==> images/class_map.png <==
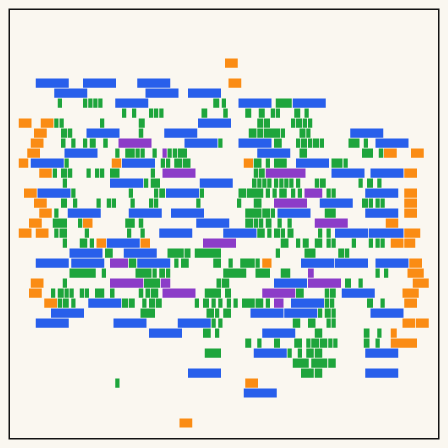
==> images/m3.png <==
Scale bar: 20 um.
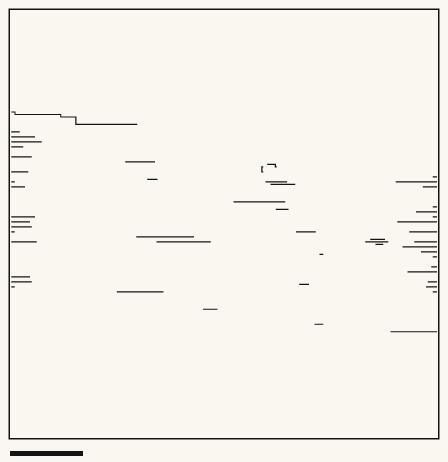
[config.mk]
export PLATFORM = sky130hd
export DESIGN_NAME = bin2bcd_seq
export DESIGN_NICKNAME = d
export VERILOG_FILES = /design/src/rtl/seg7_pkg.sv /design/src/rtl/bcd_add3.sv /design/src/rtl/bin2bcd_seq.sv
export SDC_FILE = /design/constraint.sdc
export NUM_CORES = 1
export LEC_CHECK = 0
export ABC_AREA = 1
export CORE_MARGIN = 2
export CORE_UTILIZATION = 25
export CTS_CLUSTER_DIAMETER = 120
export DETAILED_ROUTE_END_ITERATION = 10
export PLACE_DENSITY_LB_ADDON = 0.25
export SLEW_MARGIN = 20
export SYNTH_ARGS = -nofsm -noshare
export SYNTH_HDL_FRONTEND = slang
export SYNTH_SLANG_ARGS = --single-unit
[constraint.sdc]
create_clock -name clk -period 1.88 [get_ports clk]
set_input_delay 0.47 -clock clk [delete_from_list [all_inputs] [get_ports clk]]
set_output_delay 0.47 -clock clk [all_outputs]
set_load 0.03 [all_outputs]
[src/rtl/seg7_pkg.sv]
// Shared definitions for the BCD converter and seven-segment scan driver.
package seg7_pkg;

    localparam logic [3:0] BCD_BLANK = 4'hF;

    typedef enum logic [1:0] {
        IDLE  = 2'd0,
        SHIFT = 2'd1,
        DONE  = 2'd2
    } state_t;

    // Largest value representable in the given number of decimal digits.
    function automatic int unsigned MAX_VAL(input int unsigned digits);
        int unsigned v;
        v = 1;
        for (int i = 0; i < int'(digits); i++) v = v * 10;
        return v - 1;
    endfunction

endpackage

[src/rtl/bcd_add3.sv]
// Double-dabble digit corrector: digits of 5 or more get +3 ahead of the shift.
module bcd_add3 (
    input  logic [3:0] din,
    output logic [3:0] dout
);
    assign dout = (din >= 4'd5) ? din + 4'd3 : din;
endmodule

[src/rtl/bin2bcd_seq.sv]
// Sequential shift-and-add-3 binary to BCD converter, one bit per clock.
// Optional BIN2BCD_BLANK_EN: leading-zero digits are emitted as the blank code.
module bin2bcd_seq
    import seg7_pkg::*;
#(
    parameter int IN_W   = 14,
    parameter int DIGITS = 4
) (
    input  logic                  clk,
    input  logic                  rst_n,
    input  logic                  start,
    input  logic [IN_W-1:0]       bin,
    output logic                  busy,
    output logic                  done,
    output logic [4*DIGITS-1:0]   bcd,
    output logic [2:0]            ndigits,
    output logic                  ovf
);

    localparam int          SW   = 4*DIGITS + 1;
    localparam int          CW   = $clog2(IN_W + 1);
    localparam logic [31:0] MAXV = 32'(MAX_VAL(DIGITS));

    state_t              state_q, state_d;
    logic [CW-1:0]       cnt_q, cnt_d;
    logic [IN_W-1:0]     shreg_q, shreg_d;
    logic [IN_W-1:0]     lat_q, lat_d;
    logic [SW-1:0]       scr_q, scr_d;
    logic [4*DIGITS-1:0] bcd_q, bcd_d;
    logic [2:0]          ndigits_q, ndigits_d;
    logic                ovf_q, ovf_d;

    logic [4*(DIGITS+1)-1:0] adj;
    logic [SW-1:0]           scr_shift;
    logic [4*DIGITS-1:0]     res_bcd;
    logic [2:0]              res_nd;
    logic                    res_ovf;
    logic                    unused_adj;

    // Top corrector only sees the overflow bit; its output never feeds the shift.
    for (genvar g = 0; g < DIGITS + 1; g++) begin : g_add3
        if (g < DIGITS) begin : g_dig
            bcd_add3 u_add3 (.din(scr_q[4*g +: 4]), .dout(adj[4*g +: 4]));
        end else begin : g_top
            bcd_add3 u_add3 (.din({3'b000, scr_q[SW-1]}), .dout(adj[4*g +: 4]));
        end
    end

    assign scr_shift  = {adj[4*DIGITS-1:0], shreg_q[IN_W-1]};
    assign unused_adj = ^adj[4*(DIGITS+1)-1:4*DIGITS];
    assign res_ovf    = 32'(lat_q) > MAXV;

    // Final result is formed from the last shift so it lands with the DONE cycle.
    always_comb begin
        res_nd  = 3'd1;
        res_bcd = scr_shift[4*DIGITS-1:0];
        for (int i = 1; i < DIGITS; i++) begin
            if (scr_shift[4*i +: 4] != 4'd0) res_nd = 3'(i + 1);
        end
`ifdef BIN2BCD_BLANK_EN
        for (int i = 1; i < DIGITS; i++) begin
            if (i >= int'(res_nd)) res_bcd[4*i +: 4] = BCD_BLANK;
        end
`endif
        if (res_ovf) begin
            res_bcd = {DIGITS{4'h9}};
            res_nd  = 3'(DIGITS);
        end
    end

    always_comb begin
        state_d   = state_q;
        cnt_d     = cnt_q;
        shreg_d   = shreg_q;
        lat_d     = lat_q;
        scr_d     = scr_q;
        bcd_d     = bcd_q;
        ndigits_d = ndigits_q;
        ovf_d     = ovf_q;
        case (state_q)
            IDLE: begin
                if (start) begin
                    state_d = SHIFT;
                    shreg_d = bin;
                    lat_d   = bin;
                    scr_d   = '0;
                    cnt_d   = CW'(IN_W);
                end
            end
            SHIFT: begin
                scr_d   = scr_shift;
                shreg_d = {shreg_q[IN_W-2:0], 1'b0};
                cnt_d   = cnt_q - 1'b1;
                if (cnt_q == CW'(1)) begin
                    state_d   = DONE;
                    bcd_d     = res_bcd;
                    ndigits_d = res_nd;
                    ovf_d     = res_ovf;
                end
            end
            DONE:    state_d = IDLE;
            default: state_d = IDLE;
        endcase
    end

    always_ff @(posedge clk or negedge rst_n) begin
        if (!rst_n) begin
            state_q   <= IDLE;
            cnt_q     <= '0;
            shreg_q   <= '0;
            lat_q     <= '0;
            scr_q     <= '0;
            bcd_q     <= '0;
            ndigits_q <= 3'd1;
            ovf_q     <= 1'b0;
        end else begin
            state_q   <= state_d;
            cnt_q     <= cnt_d;
            shreg_q   <= shreg_d;
            lat_q     <= lat_d;
            scr_q     <= scr_d;
            bcd_q     <= bcd_d;
            ndigits_q <= ndigits_d;
            ovf_q     <= ovf_d;
        end
    end

    assign busy    = (state_q == SHIFT);
    assign done    = (state_q == DONE);
    assign bcd     = bcd_q;
    assign ndigits = ndigits_q;
    assign ovf     = ovf_q;

endmodule

==> results.toml <==
# physical design summary
[run_status]
status = "completed"

[global_routing]
grt_pass1_wl_mm = 12.9
grt_use_met1_pct = 15.9

[clock_tree]
clock_sinks = 66
path_clk_slew_ns = 0.05
numCtsBuffers = 9
cts_hold_buffers = 0
clock_latency_ns = 0.33
htree_levels = 3

[timing]
finClkSkew_ns = 0.0129
fin_hold_ws_ns = 0.145
fin_ws_ns = 0.0580
max_freq_ghz = 0.549
maxSlewViolCount = 0

[critical_path]
cp_slowest_stage_delay_ns = 0.68
cp.required_ns = 1.41
crit_fanout = 2

[run]
maxCapViolCount = 0
warnings = 31

[routing]
highest_layer = "met4"
drtIter0Drc = 105
route.layer.met1.wl_mm = 3.80
wl_met3_um = 304
firstDrtPassIters = 4
ant_nets = 0

[power]
ir_worst_vdd_mv = 0.572
leakagePower_nw = 1.95

[yosys]
syn_nets = 382
postSynthSeqShare_pct = 52.3

[min_path]
hp-class = "in2async"

[floorplan]
rows = 41
core_area_um2 = 12500
chip_area_um2 = 13600

[finish]
final-clk-cell-share_pct = 7.54
fin_area_um2 = 4060
num-multi-input-gates = 242
dominant-cell-class = "registers"
final-comb-area_um2 = 1300

[place]
place_inst = 563
place_area_um2 = 3740
hpwl_mm = 5.38
portBuffers = 38
## Picture notes: class_map.png
registers: in blue, cells 66, share of their area 43%. clock drivers and dummy loads: in purple, cells 16, share of their area 8.0%. remaining logic cells: in green, cells 280, share of their area 37%. remaining buffers and delay cells: in orange, cells 45, share of their area 12%.

## Picture notes: m3.png
47 nets have wire on it. The longest straight run is 16.6 um. The layer carries 304 um of wire. The wires run mostly horizontal. The layer holds 4.0% of the routed length.
routed wire length: 7.59 mm
met3 Usage GRT: 4.00%
vias post-DR: 2,530

-- sequential cells by signal, summed over array words and instances, names as in the netlist --
register	count
ndigits	3
shreg_q	14
bcd	16
state_q	2
ovf	1
lat_q	10
scr_q	16
cnt_q	4
-- synthesized netlist by cell type, drive strengths merged --
master    n
a21oi     7
a22oi     1
a31oi     1
buf       9
dfrtp    65
dfstp     1
ha       10
inv      38
nand2   120
nand3    19
nand4     9
nor2     27
o211ai    6
o21a      1
o21ai    26
o22a      2
o22ai    13
-- power breakdown --
group,switching [mW],internal (mW),total (mW)
Sequential,0.408,2.12,2.53
Combinational,2.45,1.39,3.84
Clock,0.604,1.10,1.70
Total,3.46,4.61,8.07
-- logic make-up after synthesis --
family,count (synthesis),synth area share (%)
compound gates,57,11.0
simple gates,175,25.8
fa+ha+maj,10,3.96
flops,66,52.3
buf+inv,47,7.00
-- placed cells by master, fill, tap and decap left out, types with 9 or more instances in the layout --
| cell type | synthesis | routed |
|---|---|---|
| o22ai_1 | 13 | 13 |
| clkdlybuf4s50_1 | 0 | 30 |
| inv_1 | 31 | 30 |
| o21ai_1 | 9 | 9 |
| nor2_1 | 22 | 22 |
| nand2_1 | 106 | 106 |
| o21ai_0 | 17 | 17 |
| nand3_1 | 15 | 15 |
| ha_1 | 10 | 10 |
| nand4_1 | 9 | 9 |
| nand2_2 | 11 | 11 |
| dfrtp_1 | 65 | 65 |
| clkbuf_16 | 0 | 9 |
-- worst paths after layout --
kind	from	to	slack, ns	cells past startpoint
max in group asynchronous	rst_n	scr_q[12]	1.41	2
min in group clk	ndigits[0]	ndigits[0]	0.47	2
setup / recovery	bcd[9]	bcd[9]	0.06	1
hold / removal	rst_n	bcd[9]	0.15	2
hold reg to reg	ndigits[0]	ndigits[0]	0.47	2
setup reg to reg	scr_q[4]	ndigits[1]	0.21	12
Power and IR drop assume default switching activity.
